Figure 1. The metal 1 layer.
Supply wires on this layer in grey.
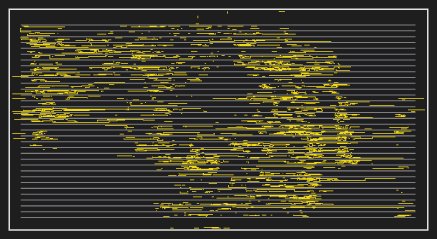
Figure 2. Close-up of the layout.
The bar under the picture is 10 um long. Window x 82 to 112, y 36 to 66 um. Cells in grey, sequential cells in the stronger grey; small squares are vias.
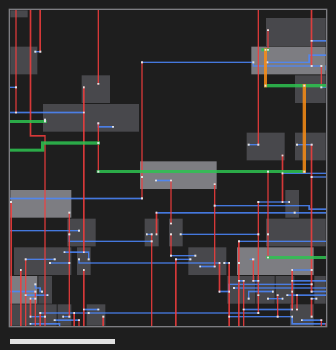
==> config.mk <==
export PLATFORM = sky130hd
export DESIGN_NAME = inst_loader
export DESIGN_NICKNAME = d
export VERILOG_FILES = /design/src/rtl/inst_loader_pkg.sv /design/src/rtl/word_assembler.sv /design/src/rtl/inst_loader.sv
export SDC_FILE = /design/constraint.sdc
export NUM_CORES = 1
export LEC_CHECK = 0
export ABC_AREA = 0
export CORE_ASPECT_RATIO = 0.5
export CORE_MARGIN = 5
export CORE_UTILIZATION = 23
export CTS_CLUSTER_SIZE = 25
export DETAILED_ROUTE_END_ITERATION = 10
export PLACE_DENSITY = 0.55
export SLEW_MARGIN = 0
export SYNTH_ARGS = -nofsm -noshare
export SYNTH_HDL_FRONTEND = slang
export SYNTH_SLANG_ARGS = --single-unit
==> constraint.sdc <==
create_clock -name clk -period 5.7 [get_ports clk]
set_clock_uncertainty 0.05 [all_clocks]
set_input_delay 1.425 -clock clk [delete_from_list [all_inputs] [get_ports clk]]
set_output_delay 1.425 -clock clk [all_outputs]
set_load 0.05 [all_outputs]
==> run_results.csv <==
group,metric,value,unit
run_status,status,"finished clean",
drt,wl_met1,5.40,mm
synthesis,ys_warn_count,0,
synthesis,yosysSeqAreaShare,0.358,
global_routing,grt_pass1_wl,18.6,mm
synthesis,numSynthFlops,70,
synthesis,ys_chip_area,3910,um^2
cells_and_area,final_layout_size_suffix_gt1_frac,0.0779,
floorplanning,fp_util,0.237,
critical_path,crit_top_cell,"clkdlybuf4s50_1",
floorplanning,num_rows,33,
final_timing,rsz0062_at_grt,"false",
global_routing,met3_usage,0.0306,
power,maxPowerGroup,"combinational logic",
final_timing,worstMarginPinSlew,0.838,ns
cells_and_area,clk_share,0.0487,
critical_path,r2r_cells,10,
power,total_power,1.86,mW
power,clock_power,519,uW
cells_and_area,layout.nets,677,
critical_path,crit_family,"buffers and inverters",
placed_design,dpl.hpwl,8.65,mm
power,power_frac_seq,0.281,
hold_path,hp-class,"register to register",
drt,wl_met2,5.85,mm
drt,ant_nets,0,
power,power_switching,788,uW
synthesis,ys_cells,497,
power,pwr.group.combinational,819,uW
flow_run,drv_cap,0,
critical_path,cp_slowest_cell,"clkdlybuf4s50_1",
power,p_sw_frac,0.424,
final_timing,fin_crit_sh,0.762,
critical_path,cp_cell_sequence,"clkdlybuf4s50_1 > nor2_1 > a21oi_1 > clkdlybuf4s50_1",
floorplanning,io_pins,130,
cells_and_area,comb_share,0.409,
cells_and_area,ff_count,70,
floorplanning,core_region_area,16500,um^2
critical_path,path_class,"input pin to primary output",
synthesis,netlist_instances,497,
synthesis,synthTopCellsByArea,"dfxtp_1, nand2_1, a21oi_1",
critical_path,cp_data_required_time,4.22,ns
power,pwr-share-comb,0.440,
clocking,post_cts_buffers,0,
final_timing,setup_ws,1.36,ns
cells_and_area,final_cells,843,
clocking,cts_tree,"yes",
global_routing,track_usage,0.114,
hold_path,min_path_cells,2,
final_timing,final-max-slew-violation-count,0,
power,cellPowerDensity,327,nW/um^2
drt,routedWlPerCell,14.0,um
synthesis,syn_area,3910,um^2
floorplanning,die_w,194,um
cells_and_area,fillerInstances,1717,
cells_and_area,largest_reg_flops,32,
critical_path,slowest_delay,0.83,ns
final_timing,fin_tns_setup,0,ns
cells_and_area,antenna_cells,0,
critical_path,critical_path.startpoint_type,"input pin",
drt,drt_pre_antenna_iters,4,
synthesis,yosys.area.top_type,"dfxtp_1",
cells_and_area,largest_class,"logic gates",
critical_path,cp_max_fo,1,
cells_and_area,seq_share,0.247,
global_routing,grt-ovfl-total,0,
power,p_int,1.07,mW
drt,drtIter0Drc,130,
clocking,root_buffer,"clkbuf_16",
cells_and_area,logic_gates,380,
drt,via_per_inst,4.48,
power,peakVddDrop,0.134,mV
critical_path,endpoint_kind,"primary output",
placed_design,place.gp.congestion,0.810,
clocking,cts_hold_buffers,0,
floorplanning,nWellTaps,227,
clocking,cts_resized,0,
critical_path,cp.buffers_inverters,2,
clocking,clkLatencyLatePin,0.33,ns
global_routing,antenna_found_initial,0,
synthesis,yosysTopAreaCellShare,0.358,
final_timing,finalSetupViolations,0,
cells_and_area,area_share_nonclk_buffers,0.237,
floorplanning,die_height,102,um
placed_design,dp_slack,1.36,ns
cells_and_area,final-comb-area,2320,um^2
critical_path,arrival,2.87,ns
drt,drc,0,
global_routing,grt_pass1_vias,3558,
floorplanning,die_area,19900,um^2
cells_and_area,syn_to_final_growth,45.3,%
clocking,worst_setup_hold_path_clk_slew,0.05,ns
placed_design,io_buffers,129,
drt,dr.max_layer_used,"met4",
synthesis,synth_nets,563,
synthesis,avgSynthCellArea,7.87,um^2
clocking,cts.sinks,70,
synthesis,ys_async_sr_fraction,0,
## Picture notes: Figure 1
share of all routed wire: 46%
main direction: horizontal
longest straight run: 78.2 um
nets with wire on the layer: 624
wire length on this layer: 5400 um
DR vias: 3780
GRT met1 Usage: 0.142
final wirelength: 11.8 mm

## Picture notes: Figure 2
[M4] orange
[M1] blue
[M3] green
[M2] red
most frequent: dfxtp_1 (4), inv_1 (3), clkbuf_16 (3)
sequential cells in the window: 4
cells with their middle in the window: 27

[worst register-to-register path: cells and delay by family (launching register included)]
kind / cells / cell delay, ns
flip-flops: 1 / 0.46
adder cells (fa/ha/maj): 1 / 0.31
buffers and inverters: 1 / 0.08
XOR/XNOR: 1 / 0.13
AND/OR/NAND/NOR: 2 / 0.56
AND-OR/OR-AND: 5 / 1.63
[Yosys cell counts, drive strengths merged (7+ instances only)]
master / count
a211o: 7
a21oi: 48
and2: 36
and3: 14
buf: 7
clkbuf: 26
dfxtp: 70
inv: 14
mux2: 13
mux2i: 10
nand2: 85
nand3: 14
nor2: 31
nor2b: 17
nor3: 12
nor4: 7
o21ai: 8
or3: 7
xnor2: 17
xor2: 7
[cell families (layout without fill, tap and decap cells)]
| logic type | Yosys count | count (layout) | synth area share |
|---|---|---|---|
| flip-flops | 70 | 70 | 0.358 |
| multiplexers | 23 | 23 | 0.0630 |
| AND/OR/NAND/NOR | 238 | 238 | 0.314 |
| AND-OR/OR-AND | 89 | 89 | 0.143 |
| XOR/XNOR | 24 | 24 | 0.0538 |
| buffers and inverters | 47 | 166 | 0.0483 |
| adder cells (fa/ha/maj) | 6 | 6 | 0.0192 |
[layout by cell type, fill, tap and decap left out, types with 10 or more instances in the layout]
cell             count
nor2_1              31
a21oi_1             48
nor2b_1             17
mux2_2              12
and3_1              14
mux2i_1             10
nor3_1              12
clkdlybuf4s50_1    129
nand2_1             85
inv_1               14
nand3_1             14
xnor2_1             17
dfxtp_1             70
and2_1              36
[through the flow]
step / util / hold slack, ns / cell area (um^2)
after floorplan: - / 0.382 / 3910
after global placement: 0.327 / 0.389 / 5400
after detailed placement: 0.327 / 0.393 / 5400
after CTS: 0.344 / 0.400 / 5680
after global routing: 0.344 / 0.426 / 5680
final: 0.344 / 0.397 / 5680
Power is estimated from default activity; no workload was simulated.
